===== config.mk =====
export PLATFORM = sky130hd
export DESIGN_NAME = nco_loop_ctrl
export DESIGN_NICKNAME = d
export VERILOG_FILES = /design/src/rtl/nco_loop_ctrl.sv
export SDC_FILE = /design/constraint.sdc
export NUM_CORES = 1
export LEC_CHECK = 0
export ABC_CLOCK_PERIOD_IN_PS = 3850
export CORE_UTILIZATION = 45
export DETAILED_ROUTE_END_ITERATION = 8
export HOLD_SLACK_MARGIN = 0.15
export PLACE_DENSITY_LB_ADDON = 0.25
export SLEW_MARGIN = 30
export SYNTH_ARGS = -nofsm -noshare
export SYNTH_HDL_FRONTEND = slang
export SYNTH_SLANG_ARGS = --single-unit

===== constraint.sdc =====
create_clock -name clk_500 -period 3.85 [get_ports clk_500]
set_clock_uncertainty 0.15 [all_clocks]
set_input_delay 0.77 -clock clk_500 [delete_from_list [all_inputs] [get_ports clk_500]]
set_output_delay 0.77 -clock clk_500 [all_outputs]
set_load 0.02 [all_outputs]

===== src/rtl/nco_loop_ctrl.sv =====
// nco_loop_ctrl: three-stage gain/shift/saturate pipeline that steers a DDS control word,
// with a hysteretic lock detector evaluated on every control-word update.
`default_nettype none

module nco_loop_ctrl #(
  parameter int ERR_W       = 32,
  parameter int GAIN_W      = 14,
  parameter int PHASE_W     = 16,
  parameter int FRAC_SHIFT  = 16,
  parameter int LOCK_THRESH = 182,
  parameter int LOCK_CNT    = 8,
  parameter int UNLOCK_CNT  = 4
) (
  input  logic               clk_500,
  input  logic               rst_n,
  input  logic               en,
  input  logic               clear,
  input  logic               err_valid,
  input  logic [ERR_W-1:0]   err,
  input  logic [GAIN_W-1:0]  gain,
  input  logic [PHASE_W-1:0] center_word,
  output logic [PHASE_W-1:0] phase_ctrl,
  output logic [PHASE_W-1:0] phase_ctrl_90,
  output logic               phase_valid,
  output logic               sat,
  output logic               lock,
  output logic [1:0]         lock_state
);

  localparam int PROD_W  = ERR_W + GAIN_W + 1;
  localparam int CNT_MAX = (LOCK_CNT > UNLOCK_CNT) ? LOCK_CNT : UNLOCK_CNT;
  localparam int CNT_W   = $clog2(CNT_MAX + 1);

  localparam logic [PHASE_W-1:0] CORR_MIN = {1'b1, {(PHASE_W-1){1'b0}}};
  localparam logic [PHASE_W-1:0] CORR_MAX = {1'b0, {(PHASE_W-1){1'b1}}};
  localparam logic [PHASE_W-1:0] QUARTER  = {2'b01, {(PHASE_W-2){1'b0}}};
  localparam logic [PHASE_W:0]   THRESH   = (PHASE_W+1)'(LOCK_THRESH);
  localparam logic [CNT_W-1:0]   LCNT     = CNT_W'(LOCK_CNT);
  localparam logic [CNT_W-1:0]   UCNT     = CNT_W'(UNLOCK_CNT);
  localparam logic [CNT_W-1:0]   CNT_ONE  = CNT_W'(1);

  typedef enum logic [1:0] {
    UNLOCK = 2'd0,
    ACQ    = 2'd1,
    LOCKED = 2'd2,
    HOLD   = 2'd3
  } state_t;

  logic signed [PROD_W-1:0] prod;
  logic signed [PROD_W-1:0] shifted;
  logic [PROD_W-PHASE_W:0]  upper;
  logic                     ovf;
  logic [PHASE_W-1:0]       corr_next;
  logic [PHASE_W-1:0]       corr;
  logic                     corr_sat;
  logic                     v1;
  logic                     v2;
  logic                     upd;
  logic [PHASE_W-1:0]       phase_q;
  logic [PHASE_W-1:0]       mag;
  logic                     in_lock;
  state_t                   state;
  state_t                   state_nx;
  logic [CNT_W-1:0]         cnt;
  logic [CNT_W-1:0]         cnt_nx;
  logic [CNT_W-1:0]         cnt_inc;

  // The value fits in PHASE_W bits only when every bit above the sign position matches it.
  assign shifted   = prod >>> FRAC_SHIFT;
  assign upper     = shifted[PROD_W-1:PHASE_W-1];
  assign ovf       = !((&upper) || (~|upper));
  assign corr_next = ovf ? (shifted[PROD_W-1] ? CORR_MIN : CORR_MAX) : shifted[PHASE_W-1:0];

  always_ff @(posedge clk_500 or negedge rst_n) begin
    if (!rst_n) begin
      prod     <= '0;
      v1       <= 1'b0;
      corr     <= '0;
      corr_sat <= 1'b0;
      v2       <= 1'b0;
    end else if (clear || !en) begin
      v1 <= 1'b0;
      v2 <= 1'b0;
    end else begin
      v1 <= err_valid;
      v2 <= v1;
      if (err_valid) begin
        prod <= PROD_W'($signed(err)) * PROD_W'($signed({1'b0, gain}));
      end
      if (v1) begin
        corr     <= corr_next;
        corr_sat <= ovf;
      end
    end
  end

  assign upd = en && v2 && !clear;

  always_ff @(posedge clk_500 or negedge rst_n) begin
    if (!rst_n) begin
      phase_q     <= '0;
      phase_valid <= 1'b0;
      sat         <= 1'b0;
    end else if (clear) begin
      phase_q     <= center_word;
      phase_valid <= 1'b0;
      sat         <= 1'b0;
    end else begin
      phase_valid <= upd;
      sat         <= upd && corr_sat;
      if (upd) begin
        phase_q <= phase_q + corr;
      end
    end
  end

  assign phase_ctrl    = phase_q;
  assign phase_ctrl_90 = phase_q + QUARTER;

  // The most negative correction has no positive magnitude and is always out of lock.
  assign mag     = corr[PHASE_W-1] ? -corr : corr;
  assign in_lock = (corr != CORR_MIN) && ({1'b0, mag} <= THRESH);
  assign cnt_inc = cnt + CNT_ONE;

  always_ff @(posedge clk_500 or negedge rst_n) begin
    if (!rst_n) begin
      state <= UNLOCK;
      cnt   <= '0;
      lock  <= 1'b0;
    end else if (clear) begin
      state <= UNLOCK;
      cnt   <= '0;
      lock  <= 1'b0;
    end else if (upd) begin
      state <= state_nx;
      cnt   <= cnt_nx;
      lock  <= (state_nx == LOCKED) || (state_nx == HOLD);
    end
  end

  always_comb begin
    state_nx = state;
    cnt_nx   = cnt;
    case (state)
      UNLOCK: begin
        if (in_lock) begin
          if (LOCK_CNT <= 1) begin
            state_nx = LOCKED;
            cnt_nx   = '0;
          end else begin
            state_nx = ACQ;
            cnt_nx   = CNT_ONE;
          end
        end
      end
      ACQ: begin
        if (!in_lock) begin
          state_nx = UNLOCK;
          cnt_nx   = '0;
        end else if (cnt_inc == LCNT) begin
          state_nx = LOCKED;
          cnt_nx   = '0;
        end else begin
          cnt_nx = cnt_inc;
        end
      end
      LOCKED: begin
        if (!in_lock) begin
          if (UNLOCK_CNT <= 1) begin
            state_nx = UNLOCK;
            cnt_nx   = '0;
          end else begin
            state_nx = HOLD;
            cnt_nx   = CNT_ONE;
          end
        end
      end
      HOLD: begin
        if (in_lock) begin
          state_nx = LOCKED;
          cnt_nx   = '0;
        end else if (cnt_inc == UCNT) begin
          state_nx = UNLOCK;
          cnt_nx   = '0;
        end else begin
          cnt_nx = cnt_inc;
        end
      end
      default: begin
        state_nx = UNLOCK;
        cnt_nx   = '0;
      end
    endcase
  end

  assign lock_state = state;

endmodule

`default_nettype wire


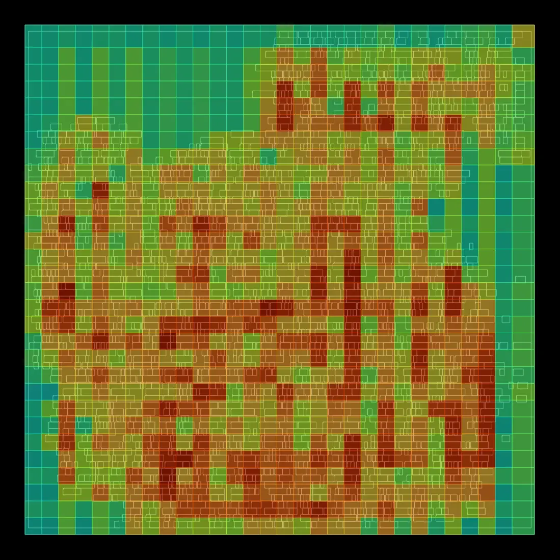
Figure 1: routing congestion map.
GR Util met3: 0.0331
met2 Resource Use GR: 0.416
Core Util, Final: 0.587
layer with the highest usage: met2

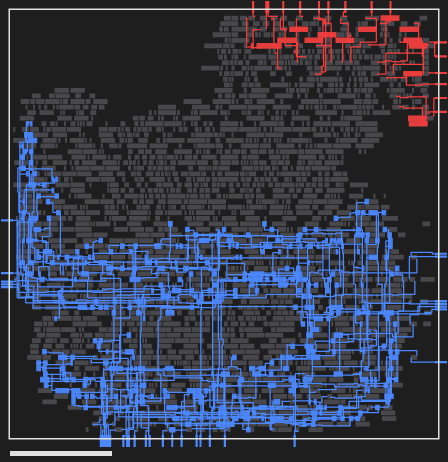
Figure 2: port wiring.
The bar under the picture is 50 um long.
colour	port	direction	end cells	buffers	wire
blue	err	input	446	103	8,790 um
red	phase_ctrl_90	output	16	16	650 um

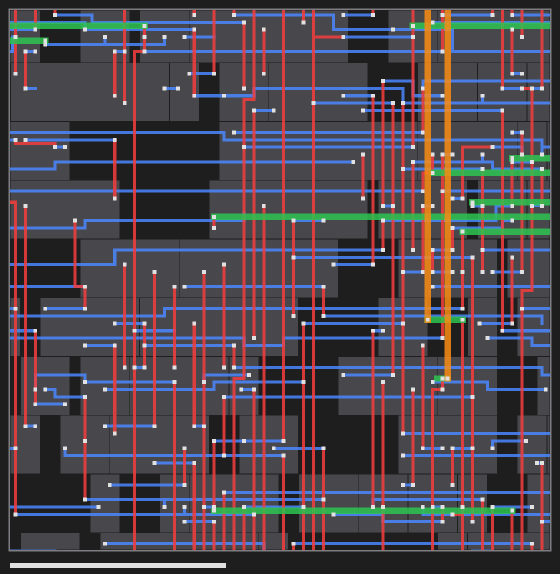
Figure 3: a small window of the routed layout.
The bar under the picture is 10 um long. Window x 40 to 65, y 40 to 65 um. Cells in grey, sequential cells in the stronger grey; small squares are vias.
colour	layer
green	met3
blue	met1
red	met2
orange	met4
most frequent	and2_1 (12), fa_1 (7), ha_1 (7)
cells with their middle in the window	46
sequential cells in the window	0

==> impl_metrics.env <==
# yosys + openroad results
export IMPL_worst_slack_ns=-2.83
export IMPL_edf_count=0
export IMPL_final_nets=3045
export IMPL_vias=15500
export IMPL_status="complete, but fails checks"
export IMPL_clk_path_buf_depth=2
export IMPL_hp_class="in -> async"
export IMPL_synth_seq_share=0.0970
export IMPL_clkLatencyLatePin_ns=0.34
export IMPL_crit_required_ns=3.98
export IMPL_yosysTopAreaCell="fa_1"
export IMPL_hold_violations=0
export IMPL_drt_vias_per_instance=5.17
export IMPL_grt_overflow=0
export IMPL_async_flop_share=1.00
export IMPL_end_kind="flip-flop"
export IMPL_max_slew_margin=0.374
export IMPL_ys_area_um2=19300
export IMPL_numCtsBuffers=9
export IMPL_yosys_most_used_dff="dfrtp_1"
export IMPL_core_um2=42100
export IMPL_die_area_um2=43800
export IMPL_drv_slew=0
export IMPL_arrival_ns=6.81
export IMPL_logic_area_um2=16500
export IMPL_maxCapViolations=0
export IMPL_yosys_cells=2145
export IMPL_syn_inst=2145
export IMPL_reg2regPathDepth=11
export IMPL_worst_pin_slew_ns=0.935
export IMPL_violations="negative setup slack"
export IMPL_yosys_cell_count_top_type="inv_1"
export IMPL_grt_max_degree=76
export IMPL_top_cell_area_share=0.424
export IMPL_fillers=3583
export IMPL_ys_types=61
export IMPL_ys_ff=75
export IMPL_numClockSinks=75
export IMPL_dp_hpwl_um=41900
export IMPL_grt_pass1_wl_um=86000
export IMPL_cts_root_buf="clkbuf_16"
export IMPL_crit_end="prod[44]"
export IMPL_synthToLayoutAreaGrowth_pct=27.8
export IMPL_port_buffers=103
export IMPL_drt_iter0_drc=852
export IMPL_syn_area_um2=19300
export IMPL_min_period_over_period=1.74
export IMPL_ctsHtreeMaxLevel=3
export IMPL_cts_clk_slew_worst_paths_ns=0.06
export IMPL_yosys_warnings=0
export IMPL_period_needed_ns=6.68
export IMPL_grt_usage=0.245
export IMPL_crit_start="err[16]"
export IMPL_die_height_um=209
export IMPL_startpoint_type="primary input"
export IMPL_reg2reg_slack_ns=0.29
export IMPL_place_ws_ns=-3.84
export IMPL_max_freq_mhz=150
export IMPL_drive_gt1_frac=0.228
export IMPL_rr_endpoint="phase_ctrl[14]"
export IMPL_drc=0
export IMPL_totalWireLength_um=51500
export IMPL_cts_hold_buffers=0
export IMPL_crit_fanout=6
export IMPL_avgRoutedWirePerCell_um=17.2
export IMPL_antenna_found_initial=2
export IMPL_tns_ns=-77.24
export IMPL_row_count=75
export IMPL_cts_tree="done"
export IMPL_r2r_start="corr[2]"
export IMPL_warning_count=32
export IMPL_die_w_um=209
export IMPL_first_pass_iters=5
export IMPL_synthTopCellsByArea="fa_1, dfrtp_1, and2_1"
export IMPL_rsz0062_at_grt="true"
export IMPL_ant_nets=0
export IMPL_fp_nets=2745
export IMPL_layout_top_cells="inv_1, fa_1, and2_1"
export IMPL_crit_type="in -> reg"
export IMPL_gp_congestion=0.901
export IMPL_lay_top_count="inv_1"
export IMPL_fp_util=0.459
export IMPL_top_cells_by_count="inv_1, fa_1, and2_1"
export IMPL_grt_pass1_vias=17000
export IMPL_num_io_pins=104
export IMPL_setup_violations=31
export IMPL_seqCellArea_um2=1880
export IMPL_avgSynthCellArea_um2=9.02
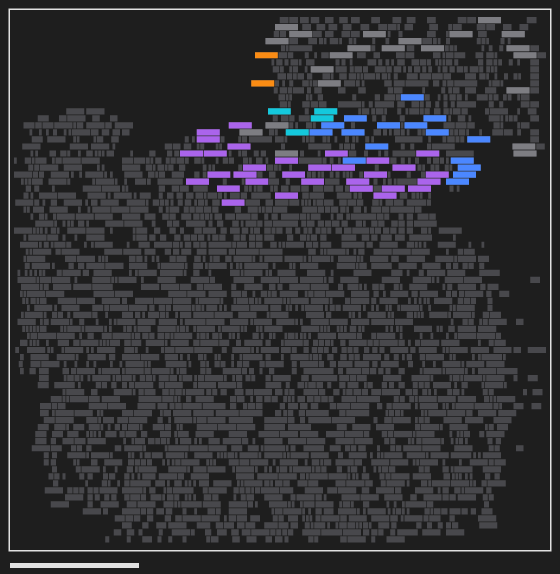
Figure 4: where the registers sit.
The bar under the picture is 50 um long.
colour	signal	flops
orange	lock_state	2
purple	prod	31
cyan	cnt	4
blue	corr	16
not coloured	22

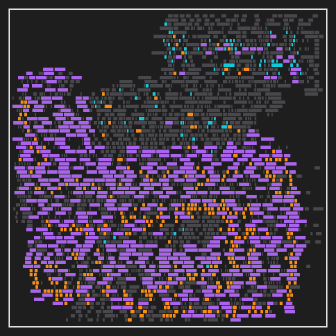
Figure 5: selected gate families.
colour	family	cells
orange	AND and OR gates	318
cyan	NOR gates	77
purple	adder and majority cells	533

==> flip-flops by register name, indices dropped and copies added (netlist names) <==
register and cells:
corr 16, corr_sat 1, cnt 4, v1 1, sat 1, lock 1, phase_valid 1, phase_ctrl 16
prod 31, v2 1, lock_state 2
==> routing by layer <==
| metal | part of all wire | wire, um | GRT usage | vias up |
|---|---|---|---|---|
| met5 | 0 | 0 | 0 | - |
| met4 | 0.021 | 1090 | 0.0581 | 0 |
| met3 | 0.060 | 3070 | 0.0331 | 65 |
| met2 | 0.49 | 25000 | 0.416 | 406 |
| met1 | 0.43 | 22300 | 0.333 | 7875 |
| li1 | - | - | - | 7119 |
==> worst max-delay path: stages <==
cell,delay (ns)
clkdlybuf4s15_2,0.25
and2_4,0.17
fa_1,0.53
inv_1,0.06
fa_1,0.54
inv_1,0.05
fa_1,0.48
fa_1,0.57
fa_1,0.46
fa_1,0.53
ha_4,0.32
nand2_2,0.06
a21oi_2,0.13
a21boi_2,0.10
o41ai_4,0.41
and3_4,0.31
a211oi_4,0.09
o21ai_4,0.28
a21oi_2,0.11
or4b_4,0.54
nand3_2,0.08
==> timing repair <==
item / CTS / global route
setup buffers: 47 / 27
endpoints found under the setup margin: 31 / 31
resized: 333 / 132
gates cloned: 2 / 1
pin swaps: 150 / 88
==> how the worst min path moves through the flow <==
stage | startpoint | to | cells after the start
after floorplan | corr_sat | corr_sat | 2
after global placement | prod[18] | prod[18] | 2
after detailed placement | prod[28] | prod[28] | 2
after CTS | prod[26] | prod[26] | 2
after global routing | rst_n | phase_ctrl[6] | 1
final | rst_n | phase_ctrl[6] | 1
==> cell type report <==
cell class / instances / share of cell area
inverter: 416 / 0.0632
clock buffer: 9 / 0.00911
multi-input combinational: 1538 / 0.667
tap: 539 / 0.0273
antenna: 1 / 0.000101
clock inverter: 7 / 0.00400
timing repair buffer: 405 / 0.153
sequential: 75 / 0.0759
==> cell families after synthesis <==
| family | Yosys count | share of synthesized area |
|---|---|---|
| and+or+nand+nor | 691 | 0.186 |
| muxes | 6 | 0.00317 |
| xor gates and xnor gates | 54 | 0.0245 |
| DFF | 75 | 0.0970 |
| AOI/OAI and AO/OA | 254 | 0.0793 |
| buffers and inverters | 532 | 0.106 |
| adders and majority gates | 533 | 0.504 |
==> stage by stage <==
stage	cells	area [um2]	hold WS (ns)	util
2_1_floorplan	2145	19700	0.292	-
3_3_place_gp	2904	22700	0.317	0.540
3_5_place_dp	2904	22700	0.325	0.540
4_1_cts	2967	24300	0.341	0.576
5_1_grt	2990	24700	0.357	0.587
6_report	2990	24700	0.288	0.587
